Fig. 1: placement by cell class
Scale: 2 px per um.
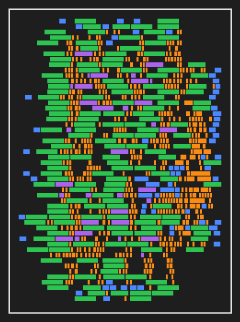
Fig. 2: cell outlines without signal wires
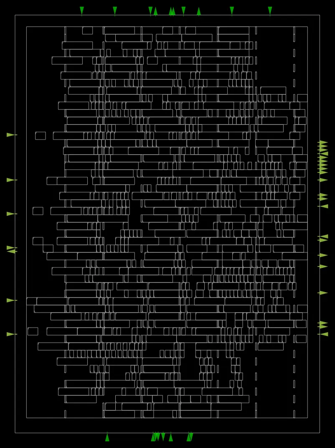
File: src/rtl/fifo_pkg.sv
// Shared FIFO package: default geometry and a constant-foldable log2 helper.
package fifo_pkg;

    localparam int unsigned FIFO_DATA_W_DEF = 16;
    localparam int unsigned FIFO_DEPTH_DEF  = 8;

    // Ceiling log2; returns 0 for v <= 1.
    function automatic int unsigned clog2(input int unsigned v);
        int unsigned r;
        r = 0;
        for (int i = 0; i < 32; i++) begin
            if ((64'(1) << i) < 64'(v)) begin
                r = 32'(i + 1);
            end
        end
        return r;
    endfunction

endpackage

File: src/rtl/fifo_ram.sv
// FIFO storage: DEPTH x DATA_W, one synchronous write port, one asynchronous read port.
//   clk     : write clock
//   i_we    : write enable
//   i_waddr : write address
//   i_wdata : write data
//   i_raddr : read address
//   o_rdata : read data (combinational from i_raddr)
module fifo_ram #(
    parameter int unsigned DATA_W = 16,
    parameter int unsigned DEPTH  = 8,
    parameter int unsigned AW     = 3
) (
    input  logic              clk,
    input  logic              i_we,
    input  logic [AW-1:0]     i_waddr,
    input  logic [DATA_W-1:0] i_wdata,
    input  logic [AW-1:0]     i_raddr,
    output logic [DATA_W-1:0] o_rdata
);

    logic [DATA_W-1:0] r_mem [DEPTH];

    // Storage is intentionally not reset.
    always_ff @(posedge clk) begin
        if (i_we) begin
            r_mem[i_waddr] <= i_wdata;
        end
    end

    assign o_rdata = r_mem[i_raddr];

endmodule

File: src/rtl/sync_fifo_param.sv
// Parametrised single-clock FIFO with occupancy count, almost-full/empty
// thresholds, overflow/underflow pulses and optional first-word-fall-through.
//   clk, rst      : clock, asynchronous active-high reset
//   w_en, data_in : write request and data
//   r_en          : read request (pop in FWFT mode)
//   data_out      : read data (registered, or head word in FWFT mode)
//   empty, full, almost_full, almost_empty, count : occupancy status
//   overflow, underflow : one-cycle pulses after a rejected write/read
module sync_fifo_param
    import fifo_pkg::*;
#(
    parameter  int unsigned DATA_W   = FIFO_DATA_W_DEF,
    parameter  int unsigned DEPTH    = FIFO_DEPTH_DEF,
    parameter  int unsigned AF_LEVEL = DEPTH - 1,
    parameter  int unsigned AE_LEVEL = 1,
    parameter  bit          FWFT     = 1'b0,
    localparam int unsigned AW       = clog2(DEPTH),
    localparam int unsigned CW       = AW + 1
) (
    input  logic              clk,
    input  logic              rst,
    input  logic              w_en,
    input  logic [DATA_W-1:0] data_in,
    input  logic              r_en,
    output logic [DATA_W-1:0] data_out,
    output logic              empty,
    output logic              full,
    output logic              almost_full,
    output logic              almost_empty,
    output logic [AW:0]       count,
    output logic              overflow,
    output logic              underflow
);

    localparam logic [AW:0] AF_THR = CW'(AF_LEVEL);
    localparam logic [AW:0] AE_THR = CW'(AE_LEVEL);

    logic [AW:0]       r_wptr;
    logic [AW:0]       r_rptr;
    logic [AW:0]       r_count;
    logic              r_overflow;
    logic              r_underflow;

    logic              w_full;
    logic              w_empty;
    logic              w_wr_acc;
    logic              w_rd_acc;
    logic [DATA_W-1:0] w_rdata;

    // Flags come only from registered pointers; MSB is the wrap bit.
    assign w_empty  = (r_wptr == r_rptr);
    assign w_full   = (r_wptr[AW] != r_rptr[AW]) &&
                      (r_wptr[AW-1:0] == r_rptr[AW-1:0]);
    assign w_wr_acc = w_en && !w_full;
    assign w_rd_acc = r_en && !w_empty;

    fifo_ram #(
        .DATA_W (DATA_W),
        .DEPTH  (DEPTH),
        .AW     (AW)
    ) u_ram (
        .clk     (clk),
        .i_we    (w_wr_acc),
        .i_waddr (r_wptr[AW-1:0]),
        .i_wdata (data_in),
        .i_raddr (r_rptr[AW-1:0]),
        .o_rdata (w_rdata)
    );

    // Pointers, occupancy and error pulses.
    always_ff @(posedge clk or posedge rst) begin
        if (rst) begin
            r_wptr      <= '0;
            r_rptr      <= '0;
            r_count     <= '0;
            r_overflow  <= 1'b0;
            r_underflow <= 1'b0;
        end else begin
            r_overflow  <= w_en && w_full;
            r_underflow <= r_en && w_empty;
            if (w_wr_acc) begin
                r_wptr <= r_wptr + CW'(1);
            end
            if (w_rd_acc) begin
                r_rptr <= r_rptr + CW'(1);
            end
            // Simultaneous accepted read and write leave occupancy unchanged.
            if (w_wr_acc && !w_rd_acc) begin
                r_count <= r_count + CW'(1);
            end else if (w_rd_acc && !w_wr_acc) begin
                r_count <= r_count - CW'(1);
            end
        end
    end

    generate
        if (FWFT) begin : g_fwft
            // Head word is visible whenever the FIFO holds data.
            assign data_out = w_empty ? '0 : w_rdata;
        end else begin : g_reg
            logic [DATA_W-1:0] r_data_out;

            // Registered read: capture head on an accepted read, else hold.
            always_ff @(posedge clk or posedge rst) begin
                if (rst) begin
                    r_data_out <= '0;
                end else if (w_rd_acc) begin
                    r_data_out <= w_rdata;
                end
            end

            assign data_out = r_data_out;
        end
    endgenerate

    assign empty        = w_empty;
    assign full         = w_full;
    assign count        = r_count;
    assign almost_full  = (r_count >= AF_THR);
    assign almost_empty = (r_count <= AE_THR);
    assign overflow     = r_overflow;
    assign underflow    = r_underflow;

endmodule

File: config.mk
export PLATFORM = sky130hd
export DESIGN_NAME = sync_fifo_param
export DESIGN_NICKNAME = d
export VERILOG_FILES = /design/src/rtl/fifo_pkg.sv /design/src/rtl/fifo_ram.sv /design/src/rtl/sync_fifo_param.sv
export SDC_FILE = /design/constraint.sdc
export NUM_CORES = 1
export LEC_CHECK = 0
export ABC_AREA = 1
export CORE_ASPECT_RATIO = 1.4
export CORE_MARGIN = 4
export CORE_UTILIZATION = 49
export DETAILED_ROUTE_END_ITERATION = 8
export PLACE_DENSITY = 0.68
export SYNTH_ARGS = -nofsm -noshare
export SYNTH_HDL_FRONTEND = slang
export SYNTH_SLANG_ARGS = --single-unit
File: constraint.sdc
create_clock -name clk -period 2.3 [get_ports clk]
set_input_delay 0.345 -clock clk [delete_from_list [all_inputs] [get_ports clk]]
set_output_delay 0.345 -clock clk [all_outputs]
set_load 0.01 [all_outputs]
==> results.cfg <==
; generated from flow reports
[finish]
clkbuf_count = 18
ff_count = 158
fin_area_um2 = 8490
nets = 840
seq_share_pct = 54.2

[floorplanning]
die_area_um2 = 16700
floorplan.die.width_um = 110
floorplan.core_util_pct = 49.8

[worst_setup_path]
critPathMaxStageDelay_ps = 550
crit_required_ps = 1960
slowest_stage = clkdlybuf4s50_1
path_max_fanout = 5

[power_and_ir_drop]
clockPowerShare_pct = 24.6
p_clk_mw = 2.60
internal_power_mw = 6.66
leakage_nw = 4.02
switching_share_pct = 37.0

[drt]
avgViaCountPerCell = 4.85
avgRoutedWirePerCell_um = 15.0
met2_length_um = 8130
drt-total-wl_um = 15300
drt-pass1-iter-count = 4

[timing]
finClkSkew_ps = 5.79
setup_viol = 0
whs_ps = 329
slew_headroom_pct = 53.6
tightest_slew_ps = 696

[yosys]
fp_nets = 782
ys_sh_xor_pct = 0.960
syn_avg_cell_area_um2 = 9.48
netlist_instances = 756
top_cell = nand2_1
ff_type = edfxtp_1

[clock_tree]
cts-root-buf = clkbuf_16
path_clk_slew_ps = 60
cts_hold_buf = 0

[global_routing]
grt_max_degree = 66
antenna_found_initial = 0
top_usage_layer = met2
grt_util_met1_pct = 22.9

[run_status]
status = complete, no violations
Notes on Fig. 1 above:
other buffers and delay cells: marked blue, cells 68. clock drivers and dummy loads: marked purple, cells 32. flip-flops: marked green, cells 158. all other logic: marked orange, cells 569.

Notes on Fig. 2 above:
Final Util: 59.0%
TAP cells: 189
FILL cells: 1169

